<file path="src/rtl/spi_master_sequencer_if.sv">
// Byte request/response handshake between a client and spi_master_sequencer.
// Signal names are seen from the sequencer's side.
interface spi_master_sequencer_if;
    logic       i_valid;
    logic       o_ready;
    logic [7:0] i_data;
    logic       i_cpol;
    logic       i_cpha;
    logic [7:0] o_data;
    logic       o_done;

    modport master (
        output i_valid, i_data, i_cpol, i_cpha,
        input  o_ready, o_data, o_done
    );

    modport slave (
        input  i_valid, i_data, i_cpol, i_cpha,
        output o_ready, o_data, o_done
    );
endinterface

</file>
<file path="src/rtl/spi_master_sequencer.sv">
// SPI master transaction sequencer: drives SCLK/CS_n/MOSI and steers an external
// 8-bit universal shift register (load / left shift / hold) for one byte per request.
module spi_master_sequencer #(
    parameter int CLK_DIV = 4
) (
    input  logic                         i_clk,
    input  logic                         i_rst_n,
    spi_master_sequencer_if.slave        bus,
    output logic                         o_sclk,
    output logic                         o_cs_n,
    output logic                         o_mosi,
    input  logic                         i_miso,
    output logic                         o_sr_s0,
    output logic                         o_sr_s1,
    output logic [7:0]                   o_sr_parallel,
    output logic                         o_sr_serial,
    input  logic [7:0]                   i_sr_parallel
);

    if (CLK_DIV < 2) begin : g_clk_div_check
        $error("spi_master_sequencer: CLK_DIV must be at least 2");
    end

    localparam int CNT_W = (CLK_DIV > 2) ? $clog2(CLK_DIV) : 1;
    localparam logic [CNT_W-1:0] CNT_LAST = CNT_W'(CLK_DIV - 1);

    typedef enum logic [2:0] {
        S_IDLE,
        S_LOAD,
        S_LEAD,
        S_XFER,
        S_TRAIL,
        S_DONE
    } state_t;

    state_t           state_q, state_d;
    logic [CNT_W-1:0] cnt_q, cnt_d;
    logic [4:0]       edge_q, edge_d;
    logic             phase_q, phase_d;
    logic             cpol_q, cpol_d;
    logic             cpha_q, cpha_d;
    logic [7:0]       data_q, data_d;
    logic             miso_q, miso_d;
    logic [7:0]       rdata_q, rdata_d;

    logic cnt_last;
    logic sample_edge;
    logic shift_edge;
    logic cs_n;

    assign cnt_last = (cnt_q == CNT_LAST);
    // The edge about to happen is edge_q+1; it is a leading edge when that number is odd.
    assign sample_edge = ~edge_q[0] ^ cpha_q;
    assign shift_edge  = ~sample_edge & (edge_q != 5'd0);

    // NOTE: state registers use non-blocking assignments so every flop samples pre-edge values.
    always_ff @(posedge i_clk or negedge i_rst_n) begin
        if (!i_rst_n) begin
            state_q <= S_IDLE;
            cnt_q   <= '0;
            edge_q  <= 5'd0;
            phase_q <= 1'b0;
            cpol_q  <= 1'b0;
            cpha_q  <= 1'b0;
            data_q  <= 8'h00;
            miso_q  <= 1'b0;
            rdata_q <= 8'h00;
        end else begin
            state_q <= state_d;
            cnt_q   <= cnt_d;
            edge_q  <= edge_d;
            phase_q <= phase_d;
            cpol_q  <= cpol_d;
            cpha_q  <= cpha_d;
            data_q  <= data_d;
            miso_q  <= miso_d;
            rdata_q <= rdata_d;
        end
    end

    always_comb begin
        // NOTE: every signal written here gets a default first so no path can infer a latch.
        state_d = state_q;
        cnt_d   = cnt_q;
        edge_d  = edge_q;
        phase_d = phase_q;
        cpol_d  = cpol_q;
        cpha_d  = cpha_q;
        data_d  = data_q;
        miso_d  = miso_q;
        rdata_d = rdata_q;
        o_sr_s0 = 1'b0;
        o_sr_s1 = 1'b0;

        case (state_q)
            S_IDLE: begin
                if (bus.i_valid) begin
                    data_d  = bus.i_data;
                    cpol_d  = bus.i_cpol;
                    cpha_d  = bus.i_cpha;
                    state_d = S_LOAD;
                end
            end
            S_LOAD: begin
                o_sr_s0 = 1'b1;
                o_sr_s1 = 1'b1;
                cnt_d   = '0;
                edge_d  = 5'd0;
                phase_d = 1'b0;
                state_d = S_LEAD;
            end
            S_LEAD: begin
                cnt_d = cnt_last ? '0 : cnt_q + CNT_W'(1);
                if (cnt_last) state_d = S_XFER;
            end
            S_XFER: begin
                cnt_d = cnt_last ? '0 : cnt_q + CNT_W'(1);
                if (cnt_last) begin
                    phase_d = ~phase_q;
                    edge_d  = edge_q + 5'd1;
                    if (sample_edge) miso_d = i_miso;
                    if (shift_edge)  o_sr_s1 = 1'b1;
                    if (edge_q == 5'd15) state_d = S_TRAIL;
                end
            end
            S_TRAIL: begin
                cnt_d = cnt_last ? '0 : cnt_q + CNT_W'(1);
                if (cnt_last) begin
                    // With CPHA=1 the bit sampled on edge 16 still has to be shifted in.
                    if (cpha_q) o_sr_s1 = 1'b1;
                    state_d = S_DONE;
                end
            end
            S_DONE: begin
                rdata_d = i_sr_parallel;
                state_d = S_IDLE;
            end
            default: state_d = S_IDLE;
        endcase
    end

    assign cs_n          = (state_q == S_IDLE) || (state_q == S_DONE);
    assign o_cs_n        = cs_n;
    assign o_sclk        = cpol_q ^ phase_q;
    assign o_mosi        = ~cs_n & i_sr_parallel[7];
    assign o_sr_parallel = data_q;
    assign o_sr_serial   = miso_q;

    assign bus.o_ready = (state_q == S_IDLE);
    assign bus.o_done  = (state_q == S_DONE);
    // The final CPHA=1 shift lands on DONE entry, so DONE passes the register straight through.
    assign bus.o_data  = (state_q == S_DONE) ? i_sr_parallel : rdata_q;

endmodule

</file>
<file path="src/flat_wrapper.sv">
// flat-port wrapper written by rule: the top's interface ports become plain ports
module spi_master_sequencer_flat 
#(
    parameter int CLK_DIV = 4
)
  (i_clk, i_rst_n, o_sclk, o_cs_n, o_mosi, i_miso, o_sr_s0, o_sr_s1, o_sr_parallel, o_sr_serial, i_sr_parallel, bus_i_valid, bus_i_data, bus_i_cpol, bus_i_cpha, bus_o_ready, bus_o_data, bus_o_done);
  spi_master_sequencer_if bus_i ();
  input  logic i_clk;
  input  logic i_rst_n;
  output logic o_sclk;
  output logic o_cs_n;
  output logic o_mosi;
  input  logic i_miso;
  output logic o_sr_s0;
  output logic o_sr_s1;
  output logic [7:0] o_sr_parallel;
  output logic o_sr_serial;
  input  logic [7:0] i_sr_parallel;
  input wire logic [$bits(bus_i.i_valid)-1:0] bus_i_valid;
  input wire logic [$bits(bus_i.i_data)-1:0] bus_i_data;
  input wire logic [$bits(bus_i.i_cpol)-1:0] bus_i_cpol;
  input wire logic [$bits(bus_i.i_cpha)-1:0] bus_i_cpha;
  output wire logic [$bits(bus_i.o_ready)-1:0] bus_o_ready;
  output wire logic [$bits(bus_i.o_data)-1:0] bus_o_data;
  output wire logic [$bits(bus_i.o_done)-1:0] bus_o_done;
  assign bus_i.i_valid = bus_i_valid;
  assign bus_i.i_data = bus_i_data;
  assign bus_i.i_cpol = bus_i_cpol;
  assign bus_i.i_cpha = bus_i_cpha;
  assign bus_o_ready = bus_i.o_ready;
  assign bus_o_data = bus_i.o_data;
  assign bus_o_done = bus_i.o_done;
  spi_master_sequencer #(.CLK_DIV(CLK_DIV)) u_core (.i_clk(i_clk), .i_rst_n(i_rst_n), .bus(bus_i), .o_sclk(o_sclk), .o_cs_n(o_cs_n), .o_mosi(o_mosi), .i_miso(i_miso), .o_sr_s0(o_sr_s0), .o_sr_s1(o_sr_s1), .o_sr_parallel(o_sr_parallel), .o_sr_serial(o_sr_serial), .i_sr_parallel(i_sr_parallel));
endmodule
</file>
<file path="config.mk">
export PLATFORM = sky130hd
export DESIGN_NAME = spi_master_sequencer_flat
export DESIGN_NICKNAME = d
export VERILOG_FILES = /design/src/rtl/spi_master_sequencer_if.sv /design/src/rtl/spi_master_sequencer.sv /design/src/flat_wrapper.sv
export SDC_FILE = /design/constraint.sdc
export NUM_CORES = 1
export LEC_CHECK = 0
export CORE_ASPECT_RATIO = 1.75
export CORE_MARGIN = 4
export CORE_UTILIZATION = 30
export DETAILED_ROUTE_END_ITERATION = 10
export PLACE_DENSITY_LB_ADDON = 0.12
export SYNTH_ARGS = -nofsm -noshare
export SYNTH_HDL_FRONTEND = slang
export SYNTH_SLANG_ARGS = --single-unit
</file>
<file path="constraint.sdc">
create_clock -name i_clk -period 2 [get_ports i_clk]
set_input_delay 0.4 -clock i_clk [delete_from_list [all_inputs] [get_ports i_clk]]
set_output_delay 0.4 -clock i_clk [all_outputs]
set_load 0.02 [all_outputs]
</file>
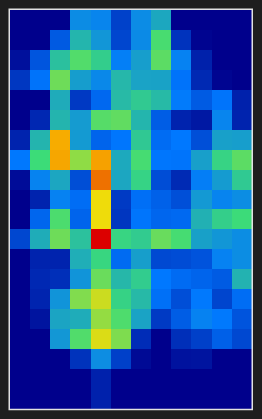
(run_1/wire_density.png)
(4 px per µm) 12 x 20 tiles, from dark blue (low) to red (high), scaled to the fullest tile. Values are wire area over tile area, all layers added.
fullest tile: 0.38
densest ninth of the die: center
tiles over half the peak: 12%
nearly empty tiles: 23%

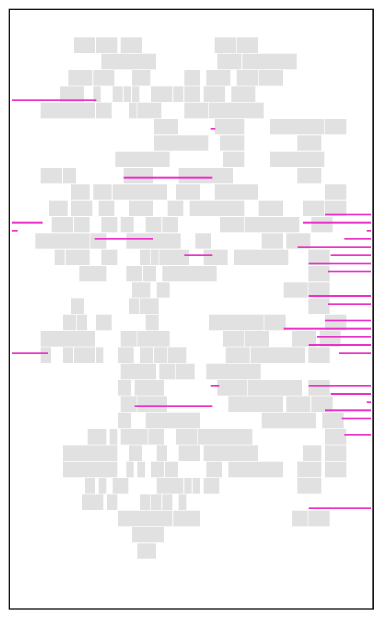
(run_1/met3.png)
(6 px per µm)
wire length on this layer: 231 µm
share of all routed wire: 6.8%
main direction: horizontal
total via count in the routed design: 1149
global-route met3 utilization: 2.987%
total wire length: 3394 µm

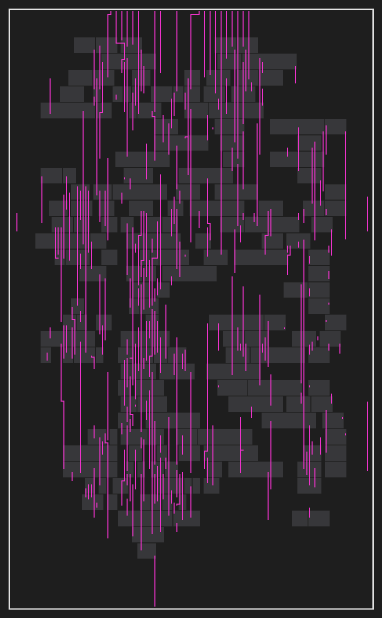
(run_1/met2.png)
(6 px per µm)
main direction: vertical
nets with wire on the layer: 189
share of all routed wire: 53%
wire length on this layer: 1790 µm
longest straight run: 40.5 µm

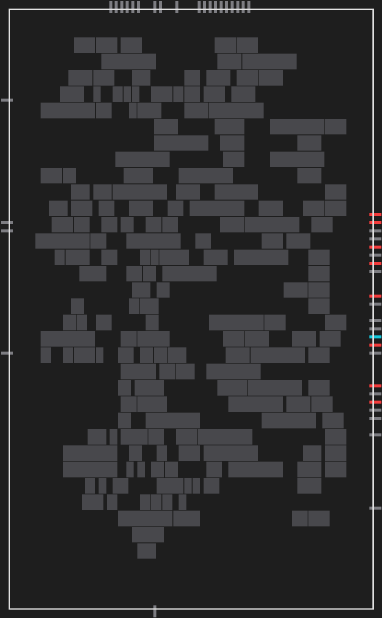
(run_1/pins.png)
(6 px per µm) Pins as bars across the die edge, other pins in gray.
legend:
  red:
    port: `bus_i_data`
    pins: 8
    direction: input
    edge: east
  cyan:
    port: `bus_i_cpha`
    pins: 1
    direction: input
    edge: east
all pins by edge: 22 east, 19 north, 4 west, 1 south

==> run 1: final cells by class <==
type | count | area (µm²) | share of cell area (%)
tap | 52 | 65.06 | 2.994
sequential | 30 | 750.7 | 34.54
multi-input combinational | 76 | 640.6 | 29.48
timing repair buffer | 66 | 611.8 | 28.15
clock buffer | 6 | 82.58 | 3.800
inverter | 6 | 22.52 | 1.036
==> run 1: kinds of logic (layout without fill, tap and decap cells) <==
| family | after synthesis | after routing |
|---|---|---|
| AND-OR/OR-AND | 17 | 17 |
| multiplexers | 24 | 24 |
| buffers and inverters | 13 | 78 |
| adder cells (fa/ha/maj) | 4 | 4 |
| AND/OR/NAND/NOR | 29 | 29 |
| XOR/XNOR | 2 | 2 |
| flip-flops | 30 | 30 |
==> changes_impl.md, run 1 <==
### Implementation results

- Status: completed
- Initial cell density of the core: 30.89%
- Worst min-delay path category: flop to flop
- Power of the combinational group: 1030 µW
- Unrepaired setup endpoints after global routing: yes
- Total power density per cell area: 1080 nW/µm²
- Max-cap check violation count: 0
- Pin count of the biggest net entering global routing: 31
- Arrival time of the worst setup path: 1560 ps
- Net count of the finished layout: 211
- I/O pin count: 46
- Commonest cells in the netlist: sky130_fd_sc_hd__dfrtp_1, sky130_fd_sc_hd__mux2_1, sky130_fd_sc_hd__inv_1
- Via count of the first global-routing pass: 1217
- Power in the clock group: 473 µW
- Depth of the most critical reg-to-reg path: 5
- Number of storage elements in the synthesis netlist: 30
- Crit-path cells: nand3b_1, buf_6, buf_12, mux2_2, buf_4
- Area inside the core boundary: 4666 µm²
- Peak ir drop on the vdd network: between 500 and 600 µV
- CTS Hold Buffers Added: 0
- Worst setup margin: 40.98 ps
- Final total negative setup slack: 0 ps
- Switching power: 791.1 µW
- Portion of total power attributed to the clock network: 20.1%
- LEAKAGE: 0.0009841 µW
- Compound-gate portion of the synthesized area: 7.378%
- Final Max Tran Viols: 0
- Internal portion of total power: 1556 µW
- Part of the Yosys area used for sequential elements: between 50 and 60%
- Total overflow reported by the global router: 0
- Xor-xnor portion of the synthesized cell area: 1.215%
- Fraction of power consumed by combinational cells: 43.9%
- Worst-case clock skew: 5.233 ps
- Antenna violations before repair: 0
- Worst reg2reg endpoint: u_core.o_sr_parallel[2]
- Launch point of the worst path: u_core.state_q[0]
- DP Area: 2047 µm²
- Setup violation total in the final timing report: 0
- Clock-pin transition on the worst setup and hold timing paths: 60 ps
- Setup fix buffers added after clock tree synthesis: 3
- Flop+latch power: about 840 µW
- Routed len/inst: 14.38 µm
- Cell total in the yosys stat output: 119
- Final count of hold timing violations: 0
- Post-Synthesis Mean Instance Area: 12.11 µm²
- Crit share post-route: between 90% and 100%
- Switching power share of the total: approximately 34%
- Number of iterations in the first detailed-routing pass: 4
- DR DRC count: 0
- Timing endpoint of the critical path: bus_o_data[3]
- Die outline width: 60.40 µm
- Number of buffers on the longest clock path: 2
- Crit path time final: 1959 ps
- Count of buffers from port buffering: ~45
- Fraction of synthesis flops using an asynchronous set or reset pin: 100.0%
- Top power group: combinational cells
- Number of logged tool warnings: 29
- Startpoint of the lowest-slack register-to-register path: u_core.state_q[2]
- MUX area fraction: 18.40%
- Clock sink count: 30
- Commonest cells after routing, fill and taps aside: sky130_fd_sc_hd__clkdlybuf4s50_1, sky130_fd_sc_hd__dfrtp_1, sky130_fd_sc_hd__buf_4, sky130_fd_sc_hd__mux2_1, sky130_fd_sc_hd__mux2_2
- Tightest Pin Transition: 520.6 ps
- Flip-flops with a built-in enable: 0
- Critical Path Source Type: flop
- Clk root buf: sky130_fd_sc_hd__clkbuf_8
- Number of buffers created by CTS: 5
- Finished Cell Area: about 2200 µm²
- Fin cells: approximately 240
- M1 wire length: roughly 1300 µm
- Met1 Resource Use GR: 13.99%
- Area leader share: 52.08%
- Worst hold path depth: 1
- Latency at later pin: around 280 ps
- Highest routing layer actually used: met4
- Register-to-Register Setup Slack: 220 ps
- Final weighted congestion in routability-driven placement: 0.7065
- Netlist area before placement: 1441 µm²
- Kind of end point of the critical path: output pin
- Setup Slack @ Placement: -194.0 ps
- Global-route usage over all layers: 12.41%
- Total power: 2347 µW
- Wire length of the first global-routing pass: 5602 µm
- Clock tree from TritonCTS: yes
- WP data required: 1600 ps
- Relative contribution of sequential cells to total power: 35.9%
- Yosys-reported design area after synthesis: 1441 µm²
- Min-delay src: u_core.o_sr_parallel[4]
## Run 2: what changed since run 1
- CTS_CLUSTER_SIZE: unset -> 14
- PLACE_DENSITY: unset -> 0.58
- PLACE_DENSITY_LB_ADDON: 0.12 -> unset
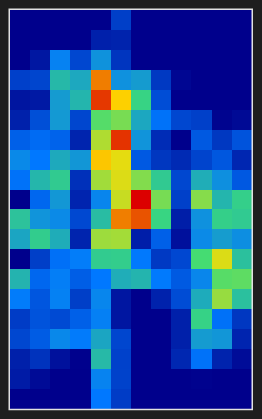
(run_2/wire_density.png)
(4 px per µm) 12 x 20 tiles, from dark blue (low) to red (high), scaled to the fullest tile. Values are wire area over tile area, all layers added.
tiles over half the peak: 10%
emptiest ninth of the die: north-east
fullest tile: 0.42
nearly empty tiles: 28%
densest ninth of the die: center
mean over tiles: 0.090
total via count in the routed design: 1164
global-route usage over all layers: 11.75%
routed len/inst: 13.86 µm
total wire length: 3258 µm

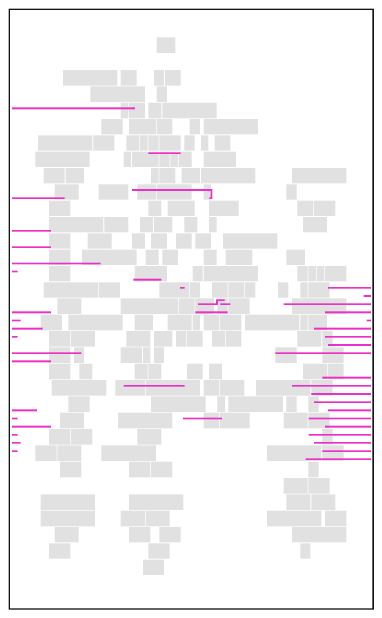
(run_2/met3.png)
(6 px per µm)
share of all routed wire: 9.9%
nets with wire on the layer: 43
main direction: horizontal
longest straight run: 20.2 µm
global-route met3 utilization: 3.896%

==> run 2 against run 1 <==
Clock power down 6.1%. Die area stayed put. Final cell count down 0.42%. Sequential share of layout area up 1.3 points. Critical path type unchanged. Area after synthesis unchanged. Final area shrank 3.5%. Worst setup slack improved by 62 ps. Register-to-register slack worse by 60 ps. Hold slack about the same. Wire length is 4.0% lower.
==> changes_impl.md, run 2 <==
### Implementation results

- CTS Hold Buffers Added: 0 (unchanged)
- Buffers excl. clock: 64 (was 66)
- I/O pin count: 46 (unchanged)
- Clk root buf: sky130_fd_sc_hd__clkbuf_8 (unchanged)
- Net count of the finished layout: 209 (was 211)
- Number of iterations in the first detailed-routing pass: 4 (unchanged)
- DP Area: 2047 µm² (unchanged)
- Number of logged tool warnings: 27 (was 29)
- Unrepaired setup endpoints after global routing: no (was yes)
- Xor-xnor portion of the synthesized cell area: 1.215% (unchanged)
- Initial cell density of the core: 30.89% (unchanged)
- Relative contribution of sequential cells to total power: 36.0% (was 35.9%)
- Multi-input gates: 76 (unchanged)
- Highest routing layer actually used: met4 (unchanged)
- Fraction of power consumed by combinational cells: 44.9% (was 43.9%)
- Crit share post-route: 94.83% (was 97.95%)
- Fraction of area in multi-input gates: 30.35% (was 29.48%)
- Flip-flop and latch share of the layout cell area: 35.84% (was 34.54%)
- Total overflow reported by the global router: 0 (unchanged)
- Tightest Pin Transition: 484.8 ps (was 520.6 ps)
- Internal portion of total power: 1531 µW (was 1556 µW)
- Number of buffers created by CTS: 5 (unchanged)
- Worst setup margin: 103.3 ps (was 40.98 ps)
- Setup violation total in the final timing report: 0 (unchanged)
- Detail-routed via count per cell: 4.953 (was 4.869)
- Compound-gate portion of the synthesized area: 7.378% (unchanged)
- Final weighted congestion in routability-driven placement: 0.7506 (was 0.7065)
- Yosys simple share: 12.76% (unchanged)
- Via count of the first global-routing pass: 1218 (was 1217)
- Final count of hold timing violations: 0 (unchanged)
- Die outline width: 60.40 µm (unchanged)
- Max-cap check violation count: 0 (unchanged)
- Status: completed (unchanged)
- Critical Path Source Type: flop (unchanged)
- Worst min-delay path category: flop to flop (unchanged)
- Crit-path cells: nand3b_1, buf_6, o21ai_0, clkdlybuf4s15_1 (was nand3b_1, buf_6, buf_12, mux2_2, buf_4)
- FF+latch area: 752.0 µm² (was 750.7 µm²)
- Total power: 2328 µW (was 2347 µW)
- Crit path time final: 1897 ps (was 1959 ps)
- Area leader share: 52.08% (unchanged)
- Final Max Tran Viols: 0 (unchanged)
- Vertical extent of the die: 99.70 µm (unchanged)
- Antenna violations before repair: 0 (unchanged)
- Flop+latch power: 838 µW (was 843 µW)
- Clock network area share: 3.637% (was 3.800%)
- Setup Slack @ Placement: -136.4 ps (was -194.0 ps)
- Well-tap cell count: 52 (unchanged)
- MUX area fraction: 18.40% (unchanged)
- Flops: 30 (unchanged)
- Kind of end point of the critical path: output pin (unchanged)
- Startpoint of the lowest-slack register-to-register path: u_core.state_q[0] (was u_core.state_q[2])
- M1 wire length: 1230 µm (was 1303 µm)
- Cell total in the yosys stat output: 119 (unchanged)
- Netlist area before placement: 1441 µm² (unchanged)
- Commonest cells after routing, fill and taps aside: sky130_fd_sc_hd__clkdlybuf4s50_1, sky130_fd_sc_hd__dfrtp_1, sky130_fd_sc_hd__buf_4, sky130_fd_sc_hd__mux2_1, sky130_fd_sc_hd__buf_2 (was sky130_fd_sc_hd__clkdlybuf4s50_1, sky130_fd_sc_hd__dfrtp_1, sky130_fd_sc_hd__buf_4, sky130_fd_sc_hd__mux2_1, sky130_fd_sc_hd__mux2_2)
- Total power density per cell area: 1109 nW/µm² (was 1080 nW/µm²)
- Finished Cell Area: 2098 µm² (was 2173 µm²)
- Number of buffers on the longest clock path: 2 (unchanged)
- Yosys-reported design area after synthesis: 1441 µm² (unchanged)
- Commonest cells in the netlist: sky130_fd_sc_hd__dfrtp_1, sky130_fd_sc_hd__mux2_1, sky130_fd_sc_hd__inv_1 (unchanged)
- Area inside the core boundary: 4666 µm² (unchanged)
- Clock tree from TritonCTS: yes (unchanged)
- Worst-case clock skew: 3.496 ps (was 5.233 ps)
- Proportion of final cell area spent on non-clock buffers: 26.00% (was 28.15%)
- Switching power: 796.5 µW (was 791.1 µW)
- Latency at later pin: 270 ps (was 280 ps)
- Cell kind with the greatest summed area: registers (unchanged)
- LEAKAGE: 0.0009502 µW (was 0.0009841 µW)
- Power of the combinational group: 1050 µW (was 1030 µW)
- Timing endpoint of the critical path: bus_o_data[7] (was bus_o_data[3])
- DR DRC count: 0 (unchanged)
- Clock sink count: 30 (unchanged)
- Launch point of the worst path: u_core.state_q[1] (was u_core.state_q[0])
- Setup fix buffers added after clock tree synthesis: 1 (was 3)
- Register-to-Register Setup Slack: 160 ps (was 220 ps)
- Most used flip-flop cell: sky130_fd_sc_hd__dfrtp_1 (unchanged)
- Min-delay src: u_core.o_sr_parallel[1] (was u_core.o_sr_parallel[4])
- Combinational gate area: 636.9 µm² (was 640.6 µm²)
- Switching power share of the total: 34.22% (was 33.71%)
- Met1 Resource Use GR: 12.30% (was 13.99%)
- Inverters, non-clock: 6 (unchanged)
- Ant. Diodes: 0 (unchanged)
- Fin cells: 235 (was 236)
- Part of the Yosys area used for sequential elements: 52.08% (unchanged)
- Number of storage elements in the synthesis netlist: 30 (unchanged)
- Peak ir drop on the vdd network: 557.9 µV (was 593.8 µV)
- Fraction of synthesis flops using an asynchronous set or reset pin: 100.0% (unchanged)
- Top power group: combinational cells (unchanged)
- Arrival time of the worst setup path: 1500 ps (was 1560 ps)
- PostCTS Resize Cnt: 41 (was 51)
run 2: netlist changes by cell type in the layout (fill, tap and decap cells not counted):
cell                              change
sky130_fd_sc_hd__buf_2                +5
sky130_fd_sc_hd__buf_6                -5
sky130_fd_sc_hd__mux2_1               +5
sky130_fd_sc_hd__mux2_2               -5
sky130_fd_sc_hd__buf_4                -2
sky130_fd_sc_hd__clkbuf_1             +2
sky130_fd_sc_hd__clkbuf_2             +2
sky130_fd_sc_hd__buf_12               -1
sky130_fd_sc_hd__clkbuf_8             -1
sky130_fd_sc_hd__clkdlybuf4s15_1      -1
sky130_fd_sc_hd__dfrtp_1              -1
sky130_fd_sc_hd__dfrtp_2              +1
sky130_fd_sc_hd__o21ai_1              +1
sky130_fd_sc_hd__o21ai_2              -1
## Run 3: what changed since run 2
- SLEW_MARGIN: unset -> 0
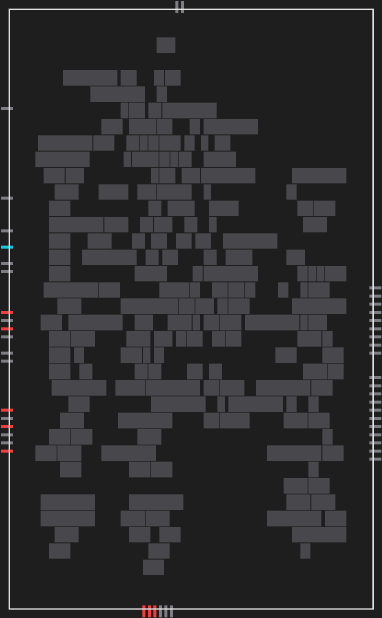
(run_3/pins.png)
(6 px per µm) Pins as bars across the die edge, other pins in gray.
legend:
  red:
    port: `bus_i_data`
    pins: 8
    direction: input
    edge: 5 west, 3 south
  cyan:
    port: `bus_i_cpha`
    pins: 1
    direction: input
    edge: west

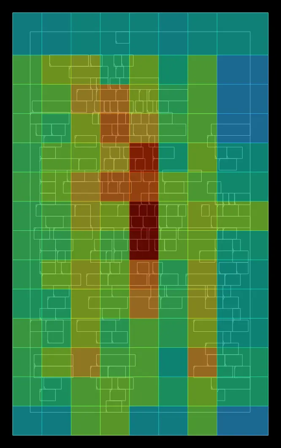
(run_3/final_congestion.png)
met1 Resource Use GR: 12.30%
post-layout utilization of the core: 44.97%
met2 global-route usage: 20.25%

==> run 3 against run 2 <==
Core utilization stayed put. Final cell count did not move. Wire length is the same. Critical path depth unchanged. Largest cell class unchanged. Worst setup slack unchanged. Critical endpoint unchanged. Global-route usage unchanged. Register-to-register slack about the same. Fmax is the same.
==> changes_impl.md, run 3 <==
### Implementation results

- Depth of the most critical reg-to-reg path: 5 (unchanged)
- Finished Cell Area: 2098 µm² (unchanged)
- Cell total in the yosys stat output: 119 (unchanged)
- WP data required: 1600 ps (about the same)
- Critical Path Source Type: flop (unchanged)
- Relative contribution of sequential cells to total power: 36.0% (about the same)
- Worst min-delay path category: flop to flop (unchanged)
- Worst reg2reg endpoint: u_core.o_sr_parallel[0] (unchanged)
- Total power density per cell area: 1109 nW/µm² (unchanged)
- Netlist area before placement: 1441 µm² (unchanged)
- Worst-case clock skew: 3.496 ps (unchanged)
- Final weighted congestion in routability-driven placement: 0.7506 (unchanged)
- Antenna violations before repair: 0 (unchanged)
- Total via count in the routed design: 1164 (unchanged)
- MUX area fraction: 18.40% (unchanged)
- Number of storage elements in the synthesis netlist: 30 (unchanged)
- Number of logged tool warnings: 27 (unchanged)
- Launch point of the worst path: u_core.state_q[1] (unchanged)
- Area leader share: 52.08% (unchanged)
- Crit share post-route: 94.83% (unchanged)
- Status: completed (unchanged)
- Part of the Yosys area used for sequential elements: 52.08% (unchanged)
- Routed len/inst: 13.86 µm (unchanged)
- Area inside the core boundary: 4666 µm² (unchanged)
- Register-to-Register Setup Slack: 160 ps (about the same)
- Via count of the first global-routing pass: 1218 (unchanged)
- Number of iterations in the first detailed-routing pass: 4 (unchanged)
- Crit-path cells: nand3b_1, buf_6, o21ai_0, clkdlybuf4s15_1 (unchanged)
- Final Max Tran Viols: 0 (unchanged)
- Timing endpoint of the critical path: bus_o_data[7] (unchanged)
- Max-cap check violation count: 0 (unchanged)
- Total wire length: 3258 µm (unchanged)
- Setup fix buffers added after clock tree synthesis: 1 (unchanged)
- Top power group: combinational cells (unchanged)
- Switching power share of the total: 34.22% (unchanged)
- Global-route met3 utilization: 3.896% (unchanged)
- Most used flip-flop cell: sky130_fd_sc_hd__dfrtp_1 (unchanged)
- Yosys-reported design area after synthesis: 1441 µm² (unchanged)
- Detailed route wirelength on metal2: 1640 µm (unchanged)
- Post-Synthesis Mean Instance Area: 12.11 µm² (unchanged)
- Clock-pin transition on the worst setup and hold timing paths: 60 ps (about the same)
- Number of buffers created by CTS: 5 (unchanged)
- Vertical extent of the die: 99.70 µm (unchanged)
- Arrival time of the worst setup path: 1500 ps (about the same)
- PostCTS Resize Cnt: 41 (unchanged)
- LEAKAGE: 0.0009502 µW (unchanged)
- Unrepaired setup endpoints after global routing: no (unchanged)
- Flop+latch power: 838 µW (about the same)
- Total power: 2328 µW (unchanged)
- Initial cell density of the core: 30.89% (unchanged)
- Die outline width: 60.40 µm (unchanged)
- Detail-routed via count per cell: 4.953 (unchanged)
- Latency at later pin: 270 ps (about the same)
- M1 wire length: 1230 µm (unchanged)
- Final count of hold timing violations: 0 (unchanged)
- Number of buffers on the longest clock path: 2 (unchanged)
- Commonest cells in the netlist: sky130_fd_sc_hd__dfrtp_1, sky130_fd_sc_hd__mux2_1, sky130_fd_sc_hd__inv_1 (unchanged)
- DP Area: 2047 µm² (unchanged)
- Fraction of power consumed by combinational cells: 44.9% (about the same)
- Flip-flops with a built-in enable: 0 (unchanged)
- Kind of end point of the critical path: output pin (unchanged)
- Startpoint of the lowest-slack register-to-register path: u_core.state_q[0] (unchanged)
- Count of buffers from port buffering: 45 (unchanged)
- Yosys simple share: 12.76% (unchanged)
- Clk root buf: sky130_fd_sc_hd__clkbuf_8 (unchanged)
- CTS Hold Buffers Added: 0 (unchanged)
- Min-delay src: u_core.o_sr_parallel[1] (unchanged)
- Tightest Pin Transition: 484.8 ps (unchanged)
- DR DRC count: 0 (unchanged)
- Pin count of the biggest net entering global routing: 31 (unchanged)
- Ant. Diodes: 0 (unchanged)
- Xor-xnor portion of the synthesized cell area: 1.215% (unchanged)
- Portion of total power attributed to the clock network: 19.1% (about the same)
- Internal portion of total power: 1531 µW (unchanged)
- I/O pin count: 46 (unchanged)
- Crit path time final: 1897 ps (unchanged)
- Wire length of the first global-routing pass: 5340 µm (unchanged)
- Power in the clock group: 444 µW (about the same)
- Net count of the finished layout: 209 (unchanged)
- Power of the combinational group: 1050 µW (about the same)
-- run 3: per-stage QoR --
stage	util (%)	TNS, ps	worst slack (ps)
2_1_floorplan	-	0	41.40
5_1_grt	44.97	0	5.784
4_1_cts	44.76	0	36.81
6_report	44.97	0	103.3
3_5_place_dp	43.87	-572.5	-136.4
3_3_place_gp	43.87	-464.7	-127.6
-- run 3: worst max-delay path, delay by kind of cell, from the launching register on --
family                 cells  cell delay, ps
AND-OR/OR-AND              1             200
buffers and inverters      2             480
flip-flops                 1             380
AND/OR/NAND/NOR            1             170
-- run 3: area by class of cell --
cell class,count,area [µm²]
flip-flops and latches,30,752.0
multi-input cells,76,636.9
clock buffers,7,76.32
inverters,6,22.52
well taps,52,65.06
fillers,448,2567
repair buffers,64,545.5
Power and IR drop assume default switching activity.
